**config.mk**
```make
export PLATFORM = sky130hd
export DESIGN_NAME = basic_gates_flat
export DESIGN_NICKNAME = d
export VERILOG_FILES = /design/src/rtl/basic_gates_pkg.sv /design/src/rtl/basic_gates_if.sv /design/src/rtl/basic_gate_fn.sv /design/src/rtl/basic_gates.sv /design/src/flat_wrapper.sv
export SDC_FILE = /design/constraint.sdc
export NUM_CORES = 1
export LEC_CHECK = 0
export ABC_AREA = 1
export CELL_PAD_IN_SITES_DETAIL_PLACEMENT = 1
export CELL_PAD_IN_SITES_GLOBAL_PLACEMENT = 1
export CORE_AREA = 2 2 39 41
export CTS_BUF_LIST = sky130_fd_sc_hd__clkbuf_16
export CTS_CLUSTER_SIZE = 10
export DETAILED_ROUTE_END_ITERATION = 10
export DIE_AREA = 0 0 41 43
export PLACE_DENSITY_LB_ADDON = 0.1
export SETUP_SLACK_MARGIN = 0.2
export SYNTH_ARGS = -nofsm -noshare
export SYNTH_HDL_FRONTEND = slang
export SYNTH_HIERARCHICAL = 1
export SYNTH_SLANG_ARGS = --single-unit
```
**constraint.sdc**
```tcl
create_clock -name clk -period 0.9 [get_ports clk]
set_input_delay 0.225 -clock clk [delete_from_list [all_inputs] [get_ports clk]]
set_output_delay 0.225 -clock clk [all_outputs]
set_load 0.02 [all_outputs]
```
**src/rtl/basic_gates_pkg.sv**
```systemverilog
// Shared constants for the basic_gates block: gate indices, code count,
// and the four-row reference truth table indexed by the {a,b} code.
package basic_gates_pkg;

  localparam int NUM_GATES = 7;
  localparam int NUM_CODES = 4;

  localparam int GATE_NOT  = 0;
  localparam int GATE_AND  = 1;
  localparam int GATE_NAND = 2;
  localparam int GATE_OR   = 3;
  localparam int GATE_NOR  = 4;
  localparam int GATE_XOR  = 5;
  localparam int GATE_XNOR = 6;

  // Bit g of each entry is the output of gate g for that {a,b} code.
  localparam logic [NUM_GATES-1:0] TRUTH_TABLE [NUM_CODES] = '{
    7'b1010101,  // {a,b}=00
    7'b0101101,  // {a,b}=01
    7'b0101100,  // {a,b}=10
    7'b1001010   // {a,b}=11
  };

  // Input combination code as used to index the seen bits and TRUTH_TABLE.
  function automatic logic [1:0] code_of(input logic a, input logic b);
    return {a, b};
  endfunction

endpackage

```
**src/rtl/basic_gates_if.sv**
```systemverilog
// Operand and result bundle of the gate bank. The master side drives the
// operands and observes the results; the slave side is the gate bank.
interface basic_gates_if;
  logic in_a;
  logic in_b;
  logic not_gate_out;
  logic and_gate_out;
  logic nand_gate_out;
  logic or_gate_out;
  logic nor_gate_out;
  logic xor_gate_out;
  logic xnor_gate_out;
  logic cov_done;

  modport master (
    output in_a, in_b,
    input  not_gate_out, and_gate_out, nand_gate_out, or_gate_out,
    input  nor_gate_out, xor_gate_out, xnor_gate_out, cov_done
  );

  modport slave (
    input  in_a, in_b,
    output not_gate_out, and_gate_out, nand_gate_out, or_gate_out,
    output nor_gate_out, xor_gate_out, xnor_gate_out, cov_done
  );
endinterface

```
**src/rtl/basic_gate_fn.sv**
```systemverilog
// Pure combinational gate function: two operands in, one bit per gate out.
// Plain operators are used so X/Z follow normal 4-state semantics.
module basic_gate_fn
  import basic_gates_pkg::*;
(
  input  logic                 a,
  input  logic                 b,
  output logic [NUM_GATES-1:0] y
);

  assign y[GATE_NOT]  = ~a;
  assign y[GATE_AND]  = a & b;
  assign y[GATE_NAND] = ~(a & b);
  assign y[GATE_OR]   = a | b;
  assign y[GATE_NOR]  = ~(a | b);
  assign y[GATE_XOR]  = a ^ b;
  assign y[GATE_XNOR] = ~(a ^ b);

endmodule

```
**src/rtl/basic_gates.sv**
```systemverilog
// Two-input logic gate bank with optional output register and a sticky
// flag that rises once every {in_a,in_b} combination has been sampled.
module basic_gates
  import basic_gates_pkg::*;
#(
  parameter int OUT_REG = 0
) (
  input  logic          clk,
  input  logic          rst_n,
  basic_gates_if.slave  bus
);

  logic [NUM_GATES-1:0] fn_out;
  logic [NUM_GATES-1:0] gate_val;
  logic [1:0]           code;
  logic [NUM_CODES-1:0] seen_reg;
  logic [NUM_CODES-1:0] seen_next;
  logic                 cov_reg;

  basic_gate_fn u_fn (
    .a (bus.in_a),
    .b (bus.in_b),
    .y (fn_out)
  );

  generate
    if (OUT_REG != 0) begin : g_reg
      logic [NUM_GATES-1:0] gate_reg;

      // Output flops; reset forces all gates low, including the inverting ones.
      always_ff @(posedge clk) begin
        if (!rst_n) gate_reg <= '0;
        else        gate_reg <= fn_out;
      end

      assign gate_val = gate_reg;
    end else begin : g_comb
      assign gate_val = fn_out;
    end
  endgenerate

  assign code = code_of(bus.in_a, bus.in_b);

  // Mark the code present at this edge; an unknown code matches nothing.
  always_comb begin
    seen_next = seen_reg;
    for (int i = 0; i < NUM_CODES; i++) begin
      if (code == 2'(i)) seen_next[i] = 1'b1;
    end
  end

  // Sticky seen bits and the registered all-seen flag.
  always_ff @(posedge clk) begin
    if (!rst_n) begin
      seen_reg <= '0;
      cov_reg  <= 1'b0;
    end else begin
      seen_reg <= seen_next;
      cov_reg  <= &seen_reg;
    end
  end

  assign bus.not_gate_out  = gate_val[GATE_NOT];
  assign bus.and_gate_out  = gate_val[GATE_AND];
  assign bus.nand_gate_out = gate_val[GATE_NAND];
  assign bus.or_gate_out   = gate_val[GATE_OR];
  assign bus.nor_gate_out  = gate_val[GATE_NOR];
  assign bus.xor_gate_out  = gate_val[GATE_XOR];
  assign bus.xnor_gate_out = gate_val[GATE_XNOR];
  assign bus.cov_done      = cov_reg;

endmodule

```
**src/flat_wrapper.sv**
```systemverilog
// flat-port wrapper written by rule: the top's interface ports become plain ports
module basic_gates_flat import basic_gates_pkg::*;
#(
  parameter int OUT_REG = 0
)
  (clk, rst_n, bus_in_a, bus_in_b, bus_not_gate_out, bus_and_gate_out, bus_nand_gate_out, bus_or_gate_out, bus_nor_gate_out, bus_xor_gate_out, bus_xnor_gate_out, bus_cov_done);
  basic_gates_if bus_i ();
  input  logic clk;
  input  logic rst_n;
  input wire logic [$bits(bus_i.in_a)-1:0] bus_in_a;
  input wire logic [$bits(bus_i.in_b)-1:0] bus_in_b;
  output wire logic [$bits(bus_i.not_gate_out)-1:0] bus_not_gate_out;
  output wire logic [$bits(bus_i.and_gate_out)-1:0] bus_and_gate_out;
  output wire logic [$bits(bus_i.nand_gate_out)-1:0] bus_nand_gate_out;
  output wire logic [$bits(bus_i.or_gate_out)-1:0] bus_or_gate_out;
  output wire logic [$bits(bus_i.nor_gate_out)-1:0] bus_nor_gate_out;
  output wire logic [$bits(bus_i.xor_gate_out)-1:0] bus_xor_gate_out;
  output wire logic [$bits(bus_i.xnor_gate_out)-1:0] bus_xnor_gate_out;
  output wire logic [$bits(bus_i.cov_done)-1:0] bus_cov_done;
  assign bus_i.in_a = bus_in_a;
  assign bus_i.in_b = bus_in_b;
  assign bus_not_gate_out = bus_i.not_gate_out;
  assign bus_and_gate_out = bus_i.and_gate_out;
  assign bus_nand_gate_out = bus_i.nand_gate_out;
  assign bus_or_gate_out = bus_i.or_gate_out;
  assign bus_nor_gate_out = bus_i.nor_gate_out;
  assign bus_xor_gate_out = bus_i.xor_gate_out;
  assign bus_xnor_gate_out = bus_i.xnor_gate_out;
  assign bus_cov_done = bus_i.cov_done;
  basic_gates #(.OUT_REG(OUT_REG)) u_core (.clk(clk), .rst_n(rst_n), .bus(bus_i));
endmodule
```
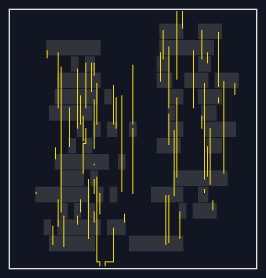
run_1/met2.png
(6 px per um) Cells faint in the background.
longest straight run: 24.1 um
nets with wire on the layer: 47
total wire length after detailed routing: 643 um
fraction of met2 tracks used by global routing: 16.88%
via total after detailed routing: 249

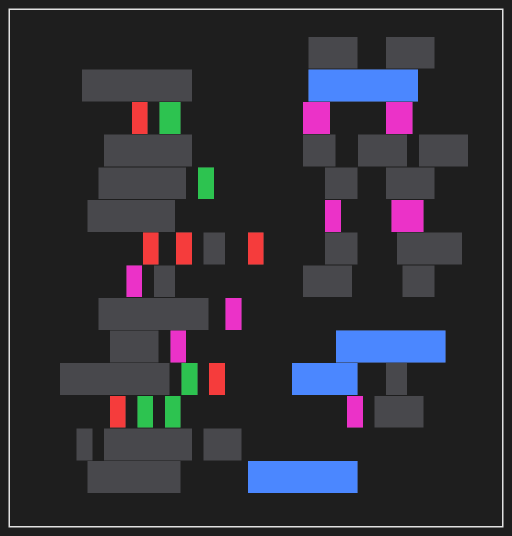
run_1/gate_families.png
(12 px per um)
| family | colour | cells |
|---|---|---|
| NAND gates | green | 5 |
| inverters | magenta | 8 |
| adder and majority cells | blue | 4 |
| NOR gates | red | 6 |
Final Non-Filler Cells: 65
multi-input combinational area share: 26.89%

==> results.txt, run 1 <==
Physical implementation.

- The run finished, with violations left.
- The checks that failed: negative setup slack.
- The buffer_ports step reported a buffer count of 11.
- The cts-stage hold buffer count is 0.
- Logic depth along the worst register-to-register path is recorded as 2.
- The initial antenna violation count is 0.
- For the completed layout, the total cell area is recorded as between 500 and 600 sq um.
- Entering global routing, the biggest net connects 7 pins.
- The I/O pin count is 12.
- The post-synthesis share of cell area spent on full adders, half adders and majority gates is 21.51%.
- Cell internal power was estimated by the tool at around 0.00089 W.
- The share of total power dissipated in combinational logic is roughly 15%.
- The slew at the pin closest to its max-slew limit is approximately 0.11 ns.
- The required arrival time at the worst endpoint is ~0.67 ns.
- In the layout the commonest cells are buf_6 (8), nor2_1 (6).
- The number of flip-flops in the largest register is 4.
- Total global-route track usage over all layers is between 10% and 20%.
- The switching power of the nets is between 0.0002 and 0.00025 W.
- Prior to clock tree synthesis, the placed netlist has a worst setup slack of -1.097 ns.
- The post-route core utilization is a little under two fifths.
- The ratio of routed vias to standard cells is 3.831.
- The final setup skew is 0.0002810 ns.
- According to the dpl log, the detail-placed design has an HPWL of approximately 530 um.
- In the hold report, the worst path ends at u_core/seen_reg[2]$_SDFFE_PN0N_.
- The number of global-route vias before repair was between 200 and 300.
- Multiplexer cells account for 0% of the synthesized area.
- Routing resource usage on met3 recorded by global route was 4.712%.
- The critical path in the final layout is reported with a setup slack of -0.1534 ns.
- The clock latency at the later pin of the worst-skew pair is roughly 0.22 ns.
- By instance count after routing, the leading logic cell type is buf_6.
- TritonCTS built the clock tree.
- The worst hold path belongs to the class in2reg.
- The cell count after synthesis is 30.
- For this run, the script counts the antenna cells in the layout as 0.
- The final number of setup-violating endpoints is 6.
- The total number of nets in the final design is 58.
- The relative slew slack is between 90% and 100%.
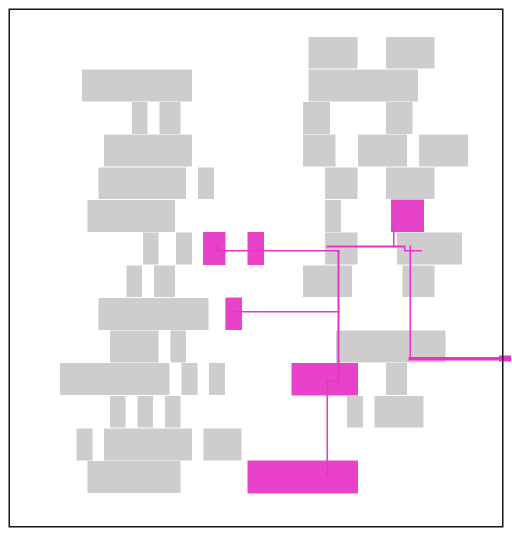
run_1/port_nets.png
(12 px per um)
| port | colour | bits | direction | end cells | wire |
|---|---|---|---|---|---|
| `bus_in_a` | magenta | 1 | input | 6 | 66.1 um |

-- run 1: area by class of cell --
type                    instances  area (sq um)  share of cell area [%]
clock buffers                   3         75.07                   14.15
flip-flops and latches          5         101.3                   19.10
inverters                       8         38.79                   7.311
well taps                      16         20.02                   3.774
clock inverters                 1         3.754                  0.7075
multi-input cells              17         142.6                   26.89
repair buffers                 15         148.9                   28.07
-- run 1: routing by layer --
metal  wire length [um]  vias to the layer above  part of all wire, %
met5                  0                        -                    0
met4                 31                        0                  4.8
met3                 62                        5                  9.6
met2                365                       11                   57
met1                184                      109                   29
li1                   -                      124                    -
-- run 1: timing repair --
action | in CTS | in global routing
pin swaps | 2 | 1
setup endpoints to repair | 13 | 8
gates resized | 64 | 1
cloned | 0 | 0
--- run 2 (diff from run 1) ---
--- a/config.mk
+++ b/config.mk
@@ -6,6 +6,7 @@
 export NUM_CORES = 1
 export LEC_CHECK = 0
 export ABC_AREA = 1
+export CAP_MARGIN = 20
 export CELL_PAD_IN_SITES_DETAIL_PLACEMENT = 1
 export CELL_PAD_IN_SITES_GLOBAL_PLACEMENT = 1
 export CORE_AREA = 2 2 39 41
==> run 2 against run 1 <==
- the run still ends with negative setup slack left
- register-to-register slack about the same
- non-clock buffer count unchanged
- clock-buffer cell count stayed put
- final area unchanged
- sequential power is essentially flat
- first-iteration DRC count unchanged
- global-route usage did not move
- worst setup slack is the same
- area after synthesis did not move
- clock skew stayed put
- combinational power is essentially flat
- critical endpoint unchanged
==> results.txt, run 2 <==
Physical implementation.

- Per the synth log, the flip-flop and latch total comes to 5.
- The required arrival time at the worst endpoint is about 0.67 ns.
- The chip area is ~1800 sq um.
- Yosys reported that registers with async set or reset make up 0%.
- The number of global-route vias before repair was around 270.
- The switching power of the nets is around 0.00022 W.
- The worst slack at placement is -1.097 ns.
- Internal power comes to 0.0008948 W.
- The combinational share of power is ~15%.
- The post-route core utilization is approximately two fifths.
- Once routing completed, OpenROAD measured the worst setup slack at -0.1534 ns.
- The critical path contains buffers and inverters numbering 4 combined.
- The checks that failed: negative setup slack.
- The I/O pin count is 12.
- In the final layout, the fill cell count is around 170.
- The cell count in the Yosys report is 30.
- The summed area of non-filler cells in the final layout is approximately 530 sq um.
- The ratio of routed vias to standard cells is 3.831.
- The clock tree from TritonCTS is yes.
- The number of hold buffers added after CTS was 0.
- The power report lists the combinational group at about 0.00017 W.
- Of the total synthesized cell area, the portion taken by full adders, half adders and majority gates is 21.51%.
- Hold analysis lists the worst path endpoint as u_core/seen_reg[2]$_SDFFE_PN0N_.
- The relative slew slack is approximately 93%.
- The pin count of the biggest net entering global routing is 7.
- The initial core utilization is 16.82%.
- The count of port buffers added during placement is 11.
- The most common logic cell in the routed design is buf_6.
- The count of warning messages emitted by the tools is 32.
- The finished layout holds approximately 65 standard cells, fillers aside.
- The cell count after synthesis came out at 30.
- The routed design shows a wire length per standard cell of approximately 10 um.
- After its last routability iteration, the placer logged a weighted congestion of around 0.66.
- The final route contains about 250 vias.
- The cell count of the worst reg-to-reg path is 2.
- Signal routing reaches up to met4.
- The most common logic cells in the final layout are buf_6 (8), nor2_1 (6).
- Post-CTS repair ended up resizing 64 cells.
- The slew at the pin closest to its max-slew limit is between 0.1 and 0.15 ns.
- Per the finish-stage timing summary, setup violations number 6.
- The register with the most flip-flops in the layout has 4 of them.
- The clock-net power is ~0.00070 W.
- The total routing resource utilization after global routing is a little over a tenth.
- Wire segments on met3 add up to about 62 um in the final route.
- The fraction of final layout cells with drive strength greater than 1 is between 50% and 60%.
- STA classifies the critical path startpoint as an input port.
- In the final routing, the length of wire on met1 measures between 150 and 200 um.
- The wire length of the first global-routing pass is roughly 1100 um.
- The worst hold path cell count is 3.
- The later pin in the worst-skew pair is clocked with a latency of around 0.22 ns.
- Switching power as a fraction of the total was reported as just under 20%.
- The post-CTS repair timing setup buffer count is 0.
- Counting tap cells, the placed design contains a total of 61 instances.
- The basic-gate share of the synthesized area counting and, or, nand and nor cells is ~18%.
- The flow ran to the end, but the final reports show violations.
- Per STA, the worst path accumulates the most delay in the family buffers and inverters.
- The total number of nets in the final design is roughly 58.
- STA reports the tightest min-delay check as being of type in2reg.
- On the final layout, the worst clock skew is 0.0002810 ns.
- For this block, the routed nets add up to between 600 and 700 um of wire.
- The initial antenna violation count was 0.
- According to the dpl log, the detail-placed design has an HPWL of approximately 530 um.
- The endpoint identified for the worst register-to-register timing path is u_core/bus.cov_done$_SDFF_PN0_.
- The length of routed met2 wiring is approximately 370 um.
- In the synthesized netlist, mux cells make up 0% of the area.
- The number of antenna cells inserted is 0.
-- run 2: cell counts in the layout (fill, tap and decap cells not counted) --
Identical to the previous run, type by type.
-- run 2: final cells by class --
class / count / area [sq um] / share of cell area, %
timing repair buffer: 15 / 148.9 / 28.07
multi-input combinational: 17 / 142.6 / 26.89
sequential: 5 / 101.3 / 19.10
clock buffer: 3 / 75.07 / 14.15
inverter: 8 / 38.79 / 7.311
tap: 16 / 20.02 / 3.774
clock inverter: 1 / 3.754 / 0.7075
-- run 2: tightest hold or removal path: stages --
cell           delay (ns)
dlygate4sd2_1        0.23
nand2_1              0.06
nand2_1              0.05
-- run 2: metal layers --
layer	vias up	track usage [%]
li1	124	-
met1	109	7.395
met5	-	0
met4	0	12.00
met3	5	4.712
met2	11	16.88
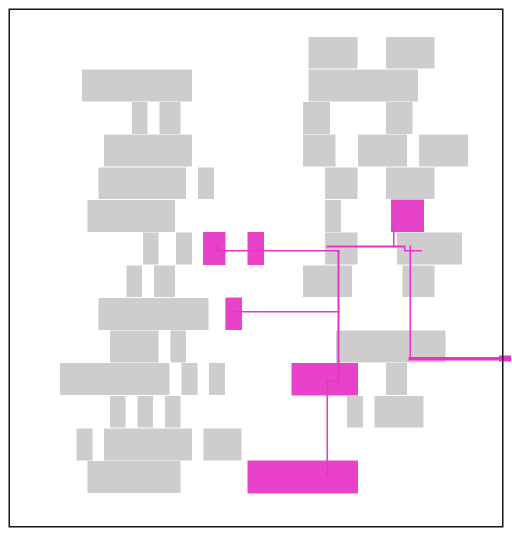
run_2/port_nets.png
(12 px per um)
| port | colour | bits | direction | end cells | wire |
|---|---|---|---|---|---|
| `bus_in_a` | magenta | 1 | input | 6 | 66.1 um |

--- run 3 (diff from run 2) ---
--- a/config.mk
+++ b/config.mk
@@ -6,6 +6,7 @@
 export NUM_CORES = 1
 export LEC_CHECK = 0
 export ABC_AREA = 1
+export ABC_CLOCK_PERIOD_IN_PS = 900
 export CAP_MARGIN = 20
 export CELL_PAD_IN_SITES_DETAIL_PLACEMENT = 1
 export CELL_PAD_IN_SITES_GLOBAL_PLACEMENT = 1
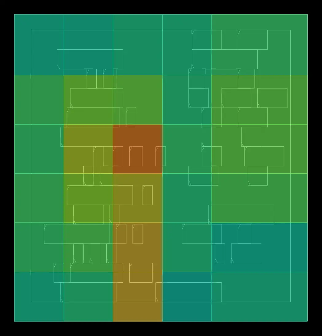
run_3/final_congestion.png
Global Route met1 Usage: 7.395%
Finished Core Util: 38.34%
Routed wire per std cell: 9.892 um
met3 capacity usage during global routing: 4.712%
layer with the highest usage after global routing: met2

==> run 3 against run 2 <==
- the flow still finishes with violations (negative setup slack)
- cell count stayed put
- utilization stayed put
- non-clock buffer count stayed put
- flip-flop count stayed put
- first-iteration DRC count stayed put
- critical endpoint unchanged
- largest cell class unchanged
- largest power group unchanged
==> results.txt, run 3 <==
Physical implementation.

- The worst setup path is launched from an input port.
- In the final design database the tool counted ~58 nets.
- Counting instances, the worst hold path has a depth of 3.
- The final critical-path setup slack is -0.1534 ns.
- Post-CTS repair ended up resizing 64 cells.
- The count of warning messages emitted by the tools is 32.
- The combinational cell area excluding buffers and inverters is ~140 sq um.
- The post-CTS hold buffer count recorded in the log is 0.
- The number of tapcells is 16.
- The cell count of the worst reg-to-reg path is 2.
- Counting flops with an async set or reset pin after synthesis yields a share of 0%.
- In the final layout, excluding clock buffers the buffer count is 15.
- The number of combinational gates with multiple inputs is 17.
- The final reports fail on negative setup slack.
- The register with the most flip-flops in the layout has 4 of them.
- After Yosys synthesis, and, or, nand and nor cells account for 18.28% of the synthesized area.
- Buffers outside the clock tree occupy between 20 and 30% of the routed design's cell area.
- The non-clock inverter instance count of the final layout is 8.
- The most common logic cell in the routed design is buf_6.
- The number of setup buffers added after CTS is 0.
- The total routing resource utilization after global routing is between 10% and 20%.
- In the final run the clock tree shows a worst skew of around 0.00028 ns.
- The fraction of synthesized area in multiplexers is 0%.
- At the placement stage, the worst setup path has a slack of -1.097 ns.
- STA reports the tightest min-delay check as being of type in2reg.
- Summed over all layers, the routed wires come to about 640 um.
- The first global-routing pass estimated 1090 um of wire.
- The number of sequential cells reported for the layout is 5.
- The endpoint of the worst register-to-register path is u_core/bus.cov_done$_SDFF_PN0_.
- The clock tree from TritonCTS is yes.
- The summed area of non-filler cells in the final layout is around 530 sq um.
- The cell class with the largest area share is non-clock buffers.
- The initial antenna violation count is 0.
- For this run the detailed placement stage logged an HPWL of between 500 and 600 um.
- Once the floorplan was initialized, standard cells occupied roughly 17% of the core.
- The slew at the pin closest to its max-slew limit is 0.1106 ns.
- 0 antenna diodes ended up in the layout.
- The number of global-route vias before repair is between 200 and 300.
- The number of inserted filler cells in the final layout is approximately 170.
- Entering global routing, the biggest net connects 7 pins.
- The logic gate fraction of the total cell area is a little over a quarter.
- The chip area is 1763 sq um.
- The fraction of final layout cells with drive strength greater than 1 is 55.10%.
- The final layout report lists a clock buffer count of 3.
- The register area is 101.3 sq um.
- The number of register bits inferred by synthesis is 5.
- In the layout the commonest cells are buf_6 (8), nor2_1 (6).
- The ratio of routed vias to standard cells is approximately 3.8.
- For this run, the final setup violation count is recorded as 6.
- The cell count in the Yosys report is 30.
- The flow ran to the end, but the final reports show violations.
-- run 3: where the power goes --
group          total [W]  internal [W]  switching (W)  leakage (nW)
logic           0.000169     0.0000848      0.0000844         0.166
clock network   0.000704      0.000574       0.000131        0.0423
registers       0.000242      0.000236     0.00000545        0.0418
-- run 3: worst max-delay path, cell delays in order --
cell and delay [ns]:
buf_8 0.08, clkinvlp_4 0.09, ha_4 0.29, inv_4 0.03
buf_6 0.11
-- run 3: layer usage --
layer | wire length [um] | vias up | share of wire, %
li1 | - | 124 | -
met1 | 184 | 109 | 29
met2 | 365 | 11 | 57
met3 | 62 | 5 | 9.6
met4 | 31 | 0 | 4.8
met5 | 0 | - | 0
No activity file was given, so power comes from the tool's default toggle rates.
